run_1/final_placement.png
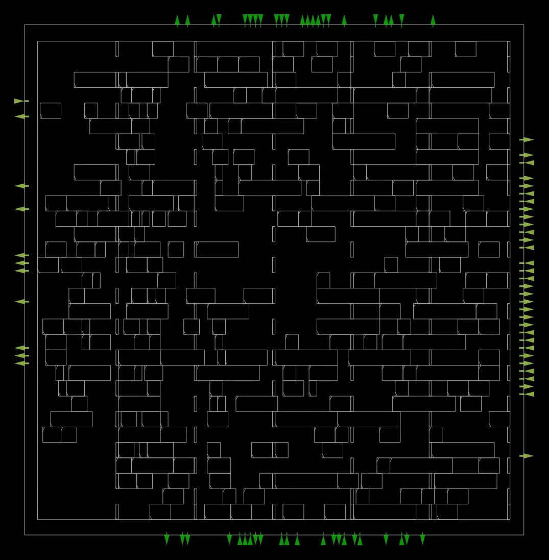
run_1/met2.png
Cells faint in the background.
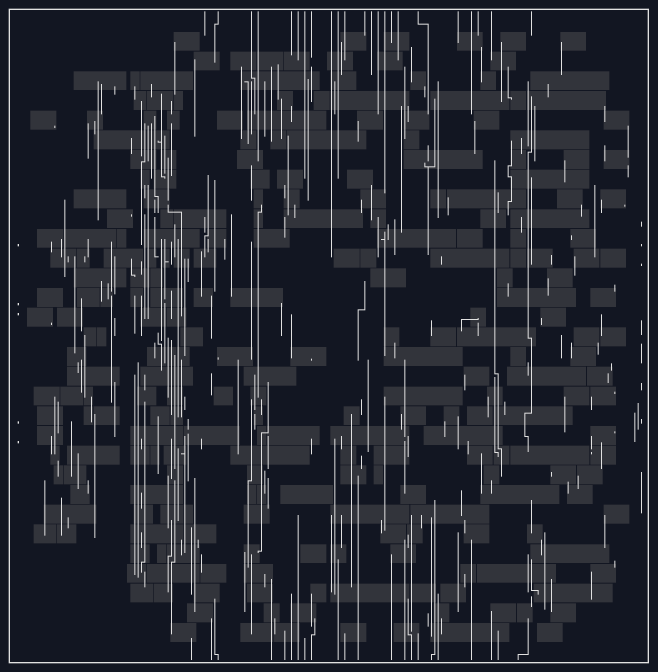
run_1/clock_map.png
The bar under the picture is 20 µm long.
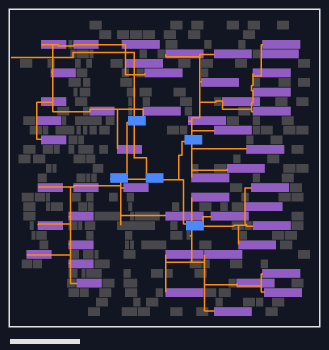
File: src/rtl/pipe_stage.sv
// Elastic register pipeline of DEPTH stages with per-stage flush,
// registered occupancy and a saturating count of flushed beats.
module pipe_stage #(
    parameter int DW    = 32,
    parameter int DEPTH = 1
) (
    input  logic                       clk,
    input  logic                       rst,
    input  logic                       in_valid,
    input  logic [DW-1:0]              in_data,
    output logic                       in_ready,
    input  logic [DEPTH-1:0]           flush,
    output logic                       out_valid,
    output logic [DW-1:0]              out_data,
    input  logic                       out_ready,
    output logic [$clog2(DEPTH+1)-1:0] occupancy,
    output logic [15:0]                drop_cnt
);
    localparam int OW = $clog2(DEPTH+1);

    logic [DEPTH-1:0] valid_q;
    logic [DW-1:0]    data_q   [DEPTH];
    logic [DW-1:0]    data_src [DEPTH];
    logic [DEPTH-1:0] live;
    logic [DEPTH:0]   live_ext;
    logic [DEPTH-1:0] rdy;
    logic [DEPTH-1:0] load;
    logic [DEPTH-1:0] valid_d;
    logic [OW-1:0]    occ_d;
    logic [3:0]       drops;
    logic [16:0]      drop_sum;
    logic             rdy_chain;

    // Handshake: a beat moves across a boundary on an edge where the sender is
    // live (valid and not flushed) and the receiver is ready; ready ripples
    // backwards from out_ready through every empty, flushed or draining stage.
    always_comb begin
        live      = valid_q & ~flush;
        live_ext  = {live, in_valid};
        rdy       = '0;
        rdy_chain = out_ready;
        for (int i = DEPTH - 1; i >= 0; i--) begin
            rdy_chain = !valid_q[i] || flush[i] || rdy_chain;
            rdy[i]    = rdy_chain;
        end
        data_src[0] = in_data;
        for (int i = 1; i < DEPTH; i++) begin
            data_src[i] = data_q[i-1];
        end
        load    = '0;
        valid_d = '0;
        occ_d   = '0;
        drops   = '0;
        for (int i = 0; i < DEPTH; i++) begin
            load[i]    = rdy[i] && live_ext[i];
            valid_d[i] = rdy[i] ? live_ext[i] : valid_q[i];
            occ_d      = occ_d + OW'(valid_d[i]);
            drops      = drops + 4'(valid_q[i] && flush[i]);
        end
        drop_sum = {1'b0, drop_cnt} + 17'(drops);
    end

    // An empty pipeline always accepts, including while reset is held.
    assign in_ready  = rdy[0] || !rst;
    assign out_valid = live[DEPTH-1];
    assign out_data  = data_q[DEPTH-1];

    always_ff @(posedge clk) begin
        if (!rst) begin
            valid_q   <= '0;
            occupancy <= '0;
            drop_cnt  <= '0;
            for (int i = 0; i < DEPTH; i++) begin
                data_q[i] <= '0;
            end
        end else begin
            valid_q   <= valid_d;
            occupancy <= occ_d;
            drop_cnt  <= drop_sum[16] ? 16'hFFFF : drop_sum[15:0];
            for (int i = 0; i < DEPTH; i++) begin
                if (load[i]) begin
                    data_q[i] <= data_src[i];
                end
            end
        end
    end
endmodule

File: config.mk
export PLATFORM = sky130hd
export DESIGN_NAME = pipe_stage
export DESIGN_NICKNAME = d
export VERILOG_FILES = /design/src/rtl/pipe_stage.sv
export SDC_FILE = /design/constraint.sdc
export NUM_CORES = 1
export LEC_CHECK = 0
export CORE_AREA = 2 2 86 88
export DETAILED_ROUTE_END_ITERATION = 12
export DIE_AREA = 0 0 88 90
export GPL_ROUTABILITY_DRIVEN = 0
export HOLD_SLACK_MARGIN = 0.15
export PLACE_DENSITY_LB_ADDON = 0.05
export SYNTH_ARGS = -nofsm -noshare
export SYNTH_HDL_FRONTEND = slang
export SYNTH_SLANG_ARGS = --single-unit
File: constraint.sdc
create_clock -name clk -period 2.25 [get_ports clk]
set_input_delay 0.45 -clock clk [delete_from_list [all_inputs] [get_ports clk]]
set_output_delay 0.45 -clock clk [all_outputs]
set_load 0.03 [all_outputs]
==> flow_summary.ini, run 1 <==
; physical design summary
[status]
status = finished clean

[grt]
track_usage = 0.114
grt_pass1_vias = 1481
grt_pass1_wl_mm = 7.12
grt_max_degree = 33
grt_overflow = 0
grt_antenna_before_repair = 0

[flow_run]
warnings = 27
max_cap_viol_count = 0

[cells_and_area]
fin_util = 0.457
nNetsFinal = 296
seq_cells = 49
layout.area.comb_um2 = 698
stdcell_area_um2 = 3210
num_antenna_cells = 0
clock_area_frac = 0.0331
seq_share = 0.405
layout-drive-gt1-share = 0.0930
buffers = 95
largest_class = flip-flops and latches
n_all_inverters = 7
comb_cells = 99
clock_buffer_count = 6
fill_cells = 655
comb_share = 0.217
buffer_area_frac = 0.298
seqCellArea_um2 = 1300
syn_to_final_growth_pct = 57.3

[worst_setup_path]
path_cells = clkdlybuf4s50_1 > or3b_4 > or2_2 > buf_4
crit_path_max_fanout = 3
slowest_stage = clkdlybuf4s50_1
worstSetupPathType = in2out
startpoint = out_ready
r2r_start = valid_q
path_depth = 4
start_kind = primary input
crit_family = simple AND/OR/NAND/NOR gates
ff2ff_path_depth = 6
worstPathRequired_ns = 1.80
endpoint = in_ready
critPathArrivalTime_ns = 1.69
r2r_slack_ns = 0.57
cp_num_buf_inv = 2
critPathCaptureType = output pin
r2r_end = drop_cnt[4]
critical-path-max-stage-delay_ns = 0.39

[die]
core_area_um2 = 7020
rows = 31
die_w_um = 88
fp_util = 0.291
ioPinCount = 88
dieArea_um2 = 7920
die_h_um = 90

[timing]
max_slew_margin = 0.773
finalHoldViolations = 0
whs_ns = 0.528
worstMarginPinSlew_ns = 0.339
post-route-period-util = 0.952
rsz0062_at_grt = no
fmax_mhz = 467
setup_viol_count_final = 0
drv_slew = 0
fin_crit_ns = 2.14

[logic_synthesis]
ys_sh_xor = 0.0343
syn_nets = 199
adder_share = 0.0123
simple_gate_area_frac = 0.222
yosys_register_bits = 49
ys_seq_frac = 0.637
yosysChipArea_um2 = 2040
synthDistinctLibCells = 34
ys_cells = 160
avgSynthCellArea_um2 = 12.8
synthTopLogicFamily = simple AND/OR/NAND/NOR gates
async_flop_share = 0
synth.area.mux_share = 0.00490
synth.cell_area_um2 = 2040
ys_warn_count = 0
synthFlopType = edfxtp_1
syn_inst = 160
synth-edff-count = 32
aoi_share = 0.0674

[route]
firstDrtPassIters = 3
vias_per_cell = 4.16
drc = 0
avgRoutedWirePerCell_um = 12.6
antenna_left = 0
first_iter_violations = 49

[place]
place_hpwl_mm = 3.22
dpl_cell_area_um2 = 3100
port-buffer-count = 87
place_inst = 349

[clock_network]
cts.sinks = 49
tritoncts = done
cts_resized = 0
cts_made_buffers = 5
cts_setup_buffers = 0
holdBufCountCts = 0
cts.clk_slew.worst_paths_ns = 0.08
root_buffer = clkbuf_8
clockBufferDepth = 2
cts_max_level = 2

[hold_path]
hold_class = reg2reg
min_to = drop_cnt[14]
holdPathStages = 2
hold_start = drop_cnt[14]

[pwr]
vdd_drop_max_v = 0.000228
cellLeakagePower_nw = 1.25
p_per_area_nw_per_um2 = 602
## Picture notes: final_placement.png
Post-Layout Cell Count: 357
Tap Cells: 99

## Picture notes: met2.png
- wire length on this layer: 2,180 µm
- longest straight run: 33.8 µm
- nets with wire on the layer: 245
- share of all routed wire: 48%
Vias: 1,486
routed wire length: 4.50 mm
GR Util met2: 0.184

## Picture notes: clock_map.png
- orange: clock wires (length 613 µm)
- blue: cells driving clock nets (count 5)
- purple: flip-flops (count 49)
- flops lie: spread over the die
Setup Skew: 0.00567 ns
clk_lat worst skew: 0.29 ns
clock share of power: 0.311
Clock group: 602 µW

==> run 1: layer usage <==
layer,up-vias,track usage,routed length [µm]
li1,749,-,-
met4,0,0.0385,29
met1,689,0.145,2010
met3,2,0.0312,288
met5,-,0,0
met2,46,0.184,2180
==> run 1: where the power goes <==
group / leakage (nW) / total (mW) / internal, mW / switching (mW)
clock network: 0.0528 / 0.602 / 0.328 / 0.273
registers: 0.488 / 1.02 / 1.01 / 0.0129
logic: 0.708 / 0.312 / 0.156 / 0.156
==> run 1: per-stage QoR <==
stage	setup WS, ns	total power, mW	setup TNS (ns)
floorplan	0.250	1.19	0
global placement	-0.0296	1.36	-0.0654
CTS	0.00213	1.98	0
finish	0.108	1.93	0
detailed placement	-0.0365	1.36	-0.195
global route	0.0603	2.01	0
==> run 1: synth_stat cells (all sizes together), types with 3 or more instances <==
master   n  area, µm²
nand3    7       45.0
nand4    3       33.8
xor2     3       26.3
dfxtp   17        340
o211a    3       30.0
nor3     3       15.0
xnor2    5       43.8
edfxtp  32        961
clkbuf   5       18.8
and2    33        206
nor4     3       40.0
a21boi   8       60.1
inv      7       26.3
nand2   11       41.3
==> run 1: cell usage in the layout (no fill, tap or decap), types with 2 or more instances in the layout <==
cell / n
o211a_1: 3
a21o_1: 2
dfxtp_1: 17
edfxtp_1: 32
and2_1: 33
clkbuf_8: 5
nand2_1: 11
xor2_1: 3
ha_1: 2
nor3_1: 3
nor2b_1: 2
clkdlybuf4s50_1: 85
inv_1: 7
a21boi_1: 2
a21boi_0: 6
nand3_2: 2
xnor2_1: 5
buf_12: 2
nand3_1: 5
buf_4: 7
nor2_1: 2
nand4_1: 2
o21ai_0: 2
==> run 1: registers in the layout (all words and copies together) (netlist names) <==
name      cells
drop_cnt     16
valid_q       1
data_q       32
run_1/cell_classes.png
The bar under the picture is 20 µm long.
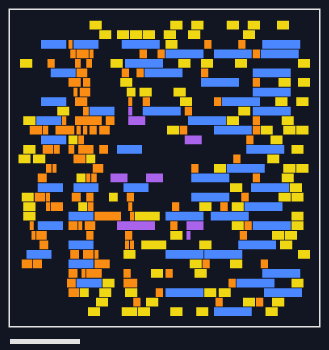

==> run 2, diff against run 1 <==
- CORE_AREA: 2 2 86 88 -> 8 8 92 94
- DIE_AREA: 0 0 88 90 -> 0 0 100 102
- clock period: 2.25 -> 2.8 ns (I/O delays scaled with it)
run_2/cell_classes.png
The bar under the picture is 20 µm long.
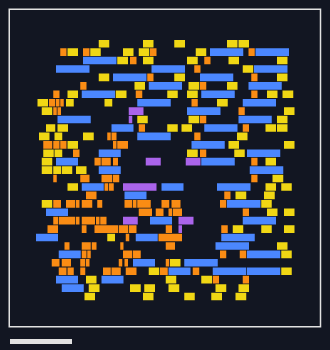
- blue: flip-flops (cells 49)
- orange: all other logic (cells 106)
- yellow: other buffers and delay cells (cells 93)
- purple: clock drivers and dummy loads (cells 8)
Final Cell Area: 3170 µm²
Util after Layout: 0.449
flop share of the area: 0.411
FP Rows: 31
core area: 7060 µm²

==> run 2 against run 1 <==
Net effect: setup slack better by 0.12 ns; die area is 29% higher; sequential share of layout area is 0.56 points higher; via count is 0.40% lower; flip-flop count stayed put; non-clock buffer count is 2 lower; clock skew hardly changed; combinational power is 21% lower; routed wire length is 9.2% higher; first-iteration DRC count is 8.2% lower; critical path type unchanged; largest cell class unchanged.
==> flow_summary.ini, run 2 <==
; physical design summary
[grt]
track_usage = 0.0964
grt_antenna_before_repair = 0
grt_pass1_vias = 1481
grt_max_degree = 33
grt_overflow = 0
grt_pass1_wl_mm = 7.64

[worst_setup_path]
worstSetupPathType = in2out
path_cells = clkdlybuf4s50_1 > or3b_1 > or2_2 > dlygate4sd2_1
worstPathRequired_ns = 2.24
crit_family = buffers and inverters
cp_num_buf_inv = 2
start_kind = primary input
critPathCaptureType = output pin
critical-path-max-stage-delay_ns = 0.41
slowest_stage = clkdlybuf4s50_1
crit_path_max_fanout = 2
critPathArrivalTime_ns = 2.01

[logic_synthesis]
synthDistinctLibCells = 34
ys_warn_count = 0
largest_area_cell = edfxtp_1
ys_cells = 160
top_cell_area_share = 0.471
synthFlopType = edfxtp_1
syn_nets = 199
yosys_register_bits = 49
ys_seq_frac = 0.637
avgSynthCellArea_um2 = 12.8
synth.cell_area_um2 = 2040
common_cells = and2_1, edfxtp_1, dfxtp_1
topCellsByArea = edfxtp_1, dfxtp_1, and2_1
async_flop_share = 0
synth.most_common_cell = and2_1
syn_inst = 160
yosysChipArea_um2 = 2040
synth-edff-count = 32

[route]
vias_per_cell = 4.17
via_count = 1480
routed_wl_mm = 4.92
firstDrtPassIters = 4
drc = 0
first_iter_violations = 45
antenna_left = 0
avgRoutedWirePerCell_um = 13.9

[timing]
finalHoldViolations = 0
whs_ns = 0.564
fin_crit_ns = 2.57
max_slew_margin = 0.721
drv_slew = 0
timing.final.ws_setup_ns = 0.226
setup_viol_count_final = 0
fmax_mhz = 388
clock_skew_ns = 0.00553
post-route-period-util = 0.919
fin_setup_tns_ns = 0
rsz0062_at_grt = no
worstMarginPinSlew_ns = 0.419

[clock_network]
cts_made_buffers = 5
cts.clk_slew.worst_paths_ns = 0.09
clockBufferDepth = 2
holdBufCountCts = 0
cts_resized = 1
insertion_delay_ns = 0.29
tritoncts = done
root_buffer = clkbuf_8
cts_max_level = 2
cts.sinks = 49
cts_setup_buffers = 0

[cells_and_area]
layout_top_cell = clkdlybuf4s50_1
num_antenna_cells = 0
layout-drive-gt1-share = 0.0781
nNetsFinal = 294
syn_to_final_growth_pct = 55.1
lay_top_cells = clkdlybuf4s50_1, and2_1, edfxtp_1, dfxtp_1, nand2_1
largest-register = data_q
largest_reg_flops = 32
largest_registers = data_q x32, drop_cnt x16, valid_q x1

[place]
port-buffer-count = 87
place_inst = 347
place_hpwl_mm = 3.67
place_ws_ns = -0.0161
dpl_cell_area_um2 = 3060

[hold_path]
hold_class = reg2reg

[die]
ioPinCount = 88
dieArea_um2 = 10200
fp_util = 0.289
die_w_um = 100
die_h_um = 102

[pwr]
vdd_drop_max_v = 0.000181
p_per_area_nw_per_um2 = 492
cellLeakagePower_nw = 1.22
power_mw = 1.56

[flow_run]
warnings = 27
max_cap_viol_count = 0

[status]
status = finished clean
run_2/final_placement.png
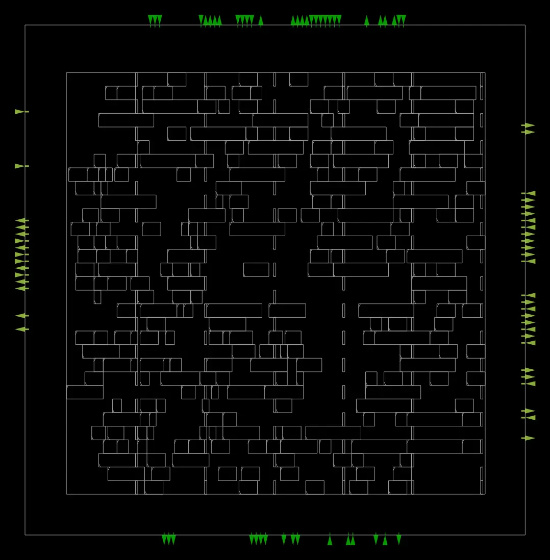
sequential cells: 49
Post-Layout Cell Count: 355
fillcell total: 696

-- run 2: cell counts after synthesis --
Identical to the previous run, type by type.
-- run 2: where the power goes --
part           switching, mW  leakage [nW]  total (mW)  internal (mW)
clock network          0.227        0.0528       0.491          0.264
registers             0.0103         0.488       0.819          0.809
logic                  0.126         0.675       0.248          0.122
-- run 2: cells by family after synthesis --
kind of cell	synth area share
fa+ha+maj	0.0123
simple gates	0.222
mux	0.00490
buf+inv	0.0221
compound gates	0.0674
xor+xnor	0.0343
flops	0.637
-- run 2: routing by layer --
layer,vias to the layer above,routed length (µm),GRT usage
met5,-,0,0
li1,747,-,-
met4,0,51,0.0349
met3,4,392,0.0416
met2,46,2490,0.164
met1,683,1990,0.105
-- run 2: cell type report --
| type | instances | area [µm²] |
|---|---|---|
| Clock buffer | 6 | 72.6 |
| Clock inverter | 2 | 33.8 |
| Fill cell | 696 | 3890 |
| Inverter | 7 | 26.3 |
| Multi-Input combinational cell | 99 | 696 |
| Sequential cell | 49 | 1300 |
| Tap cell | 99 | 124 |
| Timing Repair Buffer | 93 | 915 |
-- run 2: path summary, 6_finish.rpt --
| check | from | end | slack, ns | depth (start not counted) |
|---|---|---|---|---|
| hold reg to reg | drop_cnt[14] | drop_cnt[14] | 0.56 | 2 |
| setup reg to reg | valid_q | drop_cnt[8] | 0.98 | 6 |
| hold / removal | drop_cnt[14] | drop_cnt[14] | 0.56 | 2 |
| setup / recovery | flush | in_ready | 0.23 | 4 |
-- run 2: worst reg2reg max path, cell delays in order, from the launching register on --
cell and delay [ns]:
dfxtp_1 0.36, and2_1 0.19, ha_1 0.26, nand4_4 0.21, nor3_1 0.30, nor4b_2 0.33
a21o_1 0.12
Power figures rest on the tool's default switching activity, not on a simulated workload.
